placed.png
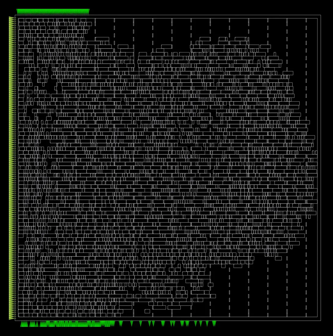
class_map.png
Fill, decap, tap and diode cells in grey.
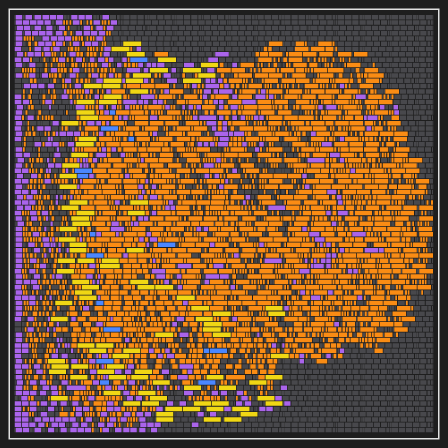
ff_map.png
Other sequential cells in the stronger grey, the rest of the logic in the fainter grey.
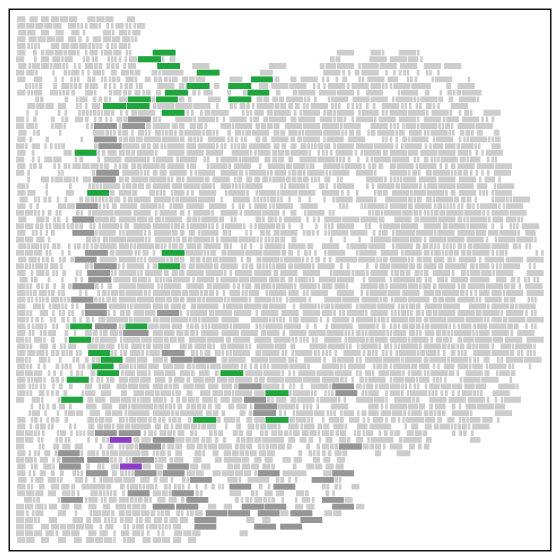
route_heat.png
Scale bar: 50 um. The die is cut into 22 by 22 equal tiles; black is low, pale yellow is high, scaled to the fullest tile. Values are wire area over tile area, all layers added.
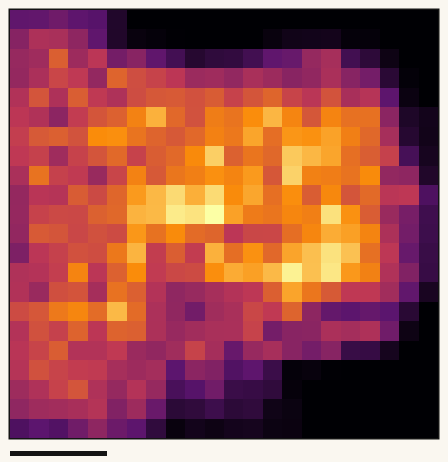
### config.mk
export PLATFORM = sky130hd
export DESIGN_NAME = fmul_share_arb_flat
export DESIGN_NICKNAME = d
export VERILOG_FILES = /design/src/rtl/fmul_share_arb_pkg.sv /design/src/rtl/fmul_share_arb_if.sv /design/src/rtl/fmul_share_arb_core.sv /design/src/rtl/fmul_share_arb.sv /design/src/flat_wrapper.sv
export SDC_FILE = /design/constraint.sdc
export NUM_CORES = 2
export LEC_CHECK = 0
export CORE_MARGIN = 2
export CORE_UTILIZATION = 53
export CTS_CLUSTER_SIZE = 16
export DETAILED_ROUTE_END_ITERATION = 12
export GPL_TIMING_DRIVEN = 0
export PLACE_DENSITY = 0.91
export SYNTH_ARGS = -nofsm -noshare
export SYNTH_HDL_FRONTEND = slang
export SYNTH_SLANG_ARGS = --single-unit
### constraint.sdc
create_clock -name clk -period 8.85 [get_ports clk]
set_input_delay 1.77 -clock clk [delete_from_list [all_inputs] [get_ports clk]]
set_output_delay 1.77 -clock clk [all_outputs]
set_load 0.05 [all_outputs]
### src/rtl/fmul_share_arb_pkg.sv
// fmul_share_arb_pkg: shared fp32 types and constants (package fmul_pkg) for the multiplier core and its arbiter.
//   FP32_W      word width of a single-precision float
//   FP_EXP_BIAS exponent bias
//   FP_ZERO     the only encoding treated as zero (+0)
//   fp32_t      raw single-precision word
//   fp32_is_zero true only for +0; -0 (0x80000000) is deliberately not zero
package fmul_pkg;
    localparam int          FP32_W      = 32;
    localparam logic [7:0]  FP_EXP_BIAS = 8'd127;
    localparam logic [31:0] FP_ZERO     = 32'h0;
    typedef logic [FP32_W-1:0] fp32_t;
    function automatic logic fp32_is_zero(fp32_t x);
        return x == FP_ZERO;
    endfunction
endpackage

### src/rtl/fmul_share_arb_if.sv
// fmul_share_arb_if: operand request and result response bundle of the shared multiplier.
//   req_valid/req_ready  per-requester handshake (ready is a one-hot grant)
//   req_a/req_b          operands, requester i at [32*i+:32]
//   rsp_valid/rsp_ready  result handshake
//   rsp_id/rsp_data      requester tag and product
//   busy                 any operation in flight
//   master: requester/consumer side, slave: the arbiter
interface fmul_share_arb_if #(
    parameter int NUM_REQ = 4,
    parameter int ID_W    = $clog2(NUM_REQ)
);
    logic [NUM_REQ-1:0]    req_valid;
    logic [NUM_REQ-1:0]    req_ready;
    logic [NUM_REQ*32-1:0] req_a;
    logic [NUM_REQ*32-1:0] req_b;
    logic                  rsp_valid;
    logic                  rsp_ready;
    logic [ID_W-1:0]       rsp_id;
    logic [31:0]           rsp_data;
    logic                  busy;
    modport master (
        output req_valid, req_a, req_b, rsp_ready,
        input  req_ready, rsp_valid, rsp_id, rsp_data, busy
    );
    modport slave (
        input  req_valid, req_a, req_b, rsp_ready,
        output req_ready, rsp_valid, rsp_id, rsp_data, busy
    );
endinterface

### src/rtl/fmul_share_arb_core.sv
// fmul_core: combinational truncating fp32 multiply (no rounding, no NaN/Inf/denormal handling, exponent wraps).
//   a_i, b_i  operands
//   p_o       product; +0 on either input forces +0
module fmul_core
    import fmul_pkg::*;
(
    input  fp32_t a_i,
    input  fp32_t b_i,
    output fp32_t p_o
);
    logic [47:0] prod;
    logic [7:0]  exp_s;
    logic [22:0] frac;
    assign prod  = {24'd0, 1'b1, a_i[22:0]} * {24'd0, 1'b1, b_i[22:0]};
    // Normalising a product in [2,4) takes one extra exponent step.
    assign exp_s = a_i[30:23] + b_i[30:23] - (prod[47] ? FP_EXP_BIAS - 8'd1 : FP_EXP_BIAS);
    assign frac  = prod[47] ? prod[46:24] : prod[45:23];
    assign p_o   = (fp32_is_zero(a_i) || fp32_is_zero(b_i)) ? FP_ZERO : {a_i[31] ^ b_i[31], exp_s, frac};
endmodule

### src/rtl/fmul_share_arb.sv
// fmul_share_arb: round-robin arbiter sharing one fp32 multiplier across NUM_REQ requesters, 2-stage pipeline.
//   clk    rising-edge clock
//   rst_n  asynchronous active-low reset; discards in-flight operations
//   bus    fmul_share_arb_if.slave (requests in, tagged results out)
// Define FMUL_ARB_FIXED_PRIO_EN for fixed priority (lowest index wins, no round-robin pointer).
module fmul_share_arb
    import fmul_pkg::*;
#(
    parameter int NUM_REQ = 4,
    parameter int ID_W    = $clog2(NUM_REQ)
) (
    input  logic                 clk,
    input  logic                 rst_n,
    fmul_share_arb_if.slave      bus
);
    logic            s1_en, s2_en, gnt_v;
    logic [ID_W-1:0] gnt_id, base, idx;
    logic            s1_v_q, s2_v_q;
    fp32_t           s1_a_q, s1_b_q, s2_p_q, prod;
    logic [ID_W-1:0] s1_id_q, s2_id_q;

    assign s2_en = !s2_v_q || bus.rsp_ready;
    assign s1_en = !s1_v_q || s2_en;

`ifdef FMUL_ARB_FIXED_PRIO_EN
    assign base = '0;
`else
    logic [ID_W-1:0] rr_ptr_q;
    assign base = rr_ptr_q;
    always_ff @(posedge clk or negedge rst_n) begin
        if (!rst_n) rr_ptr_q <= '0;
        else if (gnt_v) rr_ptr_q <= ID_W'((int'(gnt_id) + 1) % NUM_REQ);
    end
`endif

    // Scan upward from base with wrap; the first valid requester wins.
    always_comb begin
        gnt_v  = 1'b0;
        gnt_id = '0;
        idx    = '0;
        for (int k = 0; k < NUM_REQ; k++) begin
            idx = ID_W'((int'(base) + k) % NUM_REQ);
            if (!gnt_v && bus.req_valid[idx]) begin
                gnt_v  = 1'b1;
                gnt_id = idx;
            end
        end
        // Reset is folded in so no grant is shown while the pipe is held cleared.
        gnt_v = gnt_v && s1_en && rst_n;
    end

    assign bus.req_ready = gnt_v ? NUM_REQ'(1) << gnt_id : '0;

    fmul_core u_core (.a_i(s1_a_q), .b_i(s1_b_q), .p_o(prod));

    always_ff @(posedge clk or negedge rst_n) begin
        if (!rst_n) begin
            s1_v_q  <= 1'b0;
            s1_a_q  <= FP_ZERO;
            s1_b_q  <= FP_ZERO;
            s1_id_q <= '0;
            s2_v_q  <= 1'b0;
            s2_p_q  <= FP_ZERO;
            s2_id_q <= '0;
        end else begin
            if (s1_en) s1_v_q <= gnt_v;
            if (gnt_v) begin
                s1_a_q  <= bus.req_a[FP32_W*int'(gnt_id) +: FP32_W];
                s1_b_q  <= bus.req_b[FP32_W*int'(gnt_id) +: FP32_W];
                s1_id_q <= gnt_id;
            end
            if (s2_en) s2_v_q <= s1_v_q;
            if (s2_en && s1_v_q) begin
                s2_p_q  <= prod;
                s2_id_q <= s1_id_q;
            end
        end
    end

    assign bus.rsp_valid = s2_v_q;
    assign bus.rsp_id    = s2_id_q;
    assign bus.rsp_data  = s2_p_q;
    assign bus.busy      = s1_v_q || s2_v_q;
endmodule

### src/flat_wrapper.sv
// flat-port wrapper written by rule: the top's interface ports become plain ports
module fmul_share_arb_flat import fmul_pkg::*;
#(
    parameter int NUM_REQ = 4,
    parameter int ID_W    = $clog2(NUM_REQ)
)
  (clk, rst_n, bus_req_valid, bus_req_a, bus_req_b, bus_rsp_ready, bus_req_ready, bus_rsp_valid, bus_rsp_id, bus_rsp_data, bus_busy);
  fmul_share_arb_if #(.NUM_REQ(NUM_REQ), .ID_W(ID_W)) bus_i ();
  input  logic clk;
  input  logic rst_n;
  input wire logic [$bits(bus_i.req_valid)-1:0] bus_req_valid;
  input wire logic [$bits(bus_i.req_a)-1:0] bus_req_a;
  input wire logic [$bits(bus_i.req_b)-1:0] bus_req_b;
  input wire logic [$bits(bus_i.rsp_ready)-1:0] bus_rsp_ready;
  output wire logic [$bits(bus_i.req_ready)-1:0] bus_req_ready;
  output wire logic [$bits(bus_i.rsp_valid)-1:0] bus_rsp_valid;
  output wire logic [$bits(bus_i.rsp_id)-1:0] bus_rsp_id;
  output wire logic [$bits(bus_i.rsp_data)-1:0] bus_rsp_data;
  output wire logic [$bits(bus_i.busy)-1:0] bus_busy;
  assign bus_i.req_valid = bus_req_valid;
  assign bus_i.req_a = bus_req_a;
  assign bus_i.req_b = bus_req_b;
  assign bus_i.rsp_ready = bus_rsp_ready;
  assign bus_req_ready = bus_i.req_ready;
  assign bus_rsp_valid = bus_i.rsp_valid;
  assign bus_rsp_id = bus_i.rsp_id;
  assign bus_rsp_data = bus_i.rsp_data;
  assign bus_busy = bus_i.busy;
  fmul_share_arb #(.NUM_REQ(NUM_REQ), .ID_W(ID_W)) u_core (.clk(clk), .rst_n(rst_n), .bus(bus_i));
endmodule
==> flow_summary.json <==
{
  "run_status": "finished with violations",
  "violations": "negative setup slack",
  "synth_warnings": 0,
  "crit_path_end": "u_core.bus.rsp_data[29]",
  "final_cell_mix": "nand2_1 (704), inv_1 (560), fa_1 (475)",
  "ys_seq_share_pct": 10.5,
  "period_needed_ns": 8.98,
  "avgSynthCellArea_sq_um": 8.32,
  "syn_area_sq_um": 24700,
  "clk_pin_slew_ns": 0.08,
  "io_buffer_count": 302,
  "flop_cell": "dfrtp_1",
  "diodes": 7,
  "die_w_um": 220,
  "critPathLaunchType": "register",
  "drv_slew": 0,
  "crit_slowest_cell": "fa_2",
  "dp_slack_ns": -1.64,
  "clockRootBuffer": "clkbuf_16",
  "initial_core_util_pct": 53.5,
  "warning_count": 31,
  "finClkSkew_ns": 0.0110,
  "fin_ws_ns": -0.132,
  "drt_first_iter_violations": 2700,
  "reg2reg_to": "u_core.bus.rsp_data[29]",
  "top_cell_area_share_pct": 39.0,
  "die-area_sq_um": 48400,
  "wl_per_cell_um": 25.1,
  "n_all_inverters": 575,
  "comb_share_pct": 63.2,
  "fin_area_sq_um": 30800,
  "rrSetupSlack_ns": -0.13,
  "setup_violations": 2,
  "cts_setup_buffers": 32,
  "holdPathEnd": "u_core.bus.rsp_data[4]",
  "routed_wirelength_um": 101000,
  "place_inst": 3881,
  "largest_cell_class": "combinational gates",
  "max_cap_violations": 0
}
Back to the opening pictures, placed.png:
final core utilization: 66.6%
flop count: 104
Tap Count: 607

Back to the opening pictures, class_map.png:
class	colour	cells
remaining logic cells	orange	2704
remaining buffers and delay cells	purple	592
clock drivers and dummy loads	blue	16
sequential cells	yellow	104

Back to the opening pictures, ff_map.png:
netlist name	colour	placed flops
u_core.s1_id_q	purple	2
u_core.s1_b_q	green	32
not coloured	70
register area: 2650 sq um
Seq/total area: 8.59%

Back to the opening pictures, route_heat.png:
mean over tiles	0.40
nearly empty tiles	13%
emptiest ninth of the die	bottom right
tiles over half the peak	43%
densest ninth of the die	middle
fullest tile	0.93

## flip-flops by register name, indices dropped and copies added (netlist names)
signal	cells
u_core.bus.rsp_data	32
u_core.s1_a_q	32
u_core.s1_b_q	32
u_core.base	2
u_core.bus.rsp_id	2
u_core.s1_id_q	2
u_core.bus.rsp_valid	1
u_core.s1_v_q	1
## Yosys cell counts, drive strengths merged (15+ instances only)
cell type  number
a21o           25
a21oi          48
and2          219
clkbuf        150
dfrtp         104
fa            482
ha            186
inv           572
mux2i          20
nand2         711
nand3          73
nand4          15
nor2           45
nor4           19
o211ai         18
o21ai         166
xnor2          27
## per-layer routing
metal  GRT usage, %  vias up  routed length (um)
met5              0        -                  56
met4           37.3        8               11800
met3           14.0      745               14100
met2           63.2     2109               44400
met1           44.5    11400               30800
li1               -     9833                   -
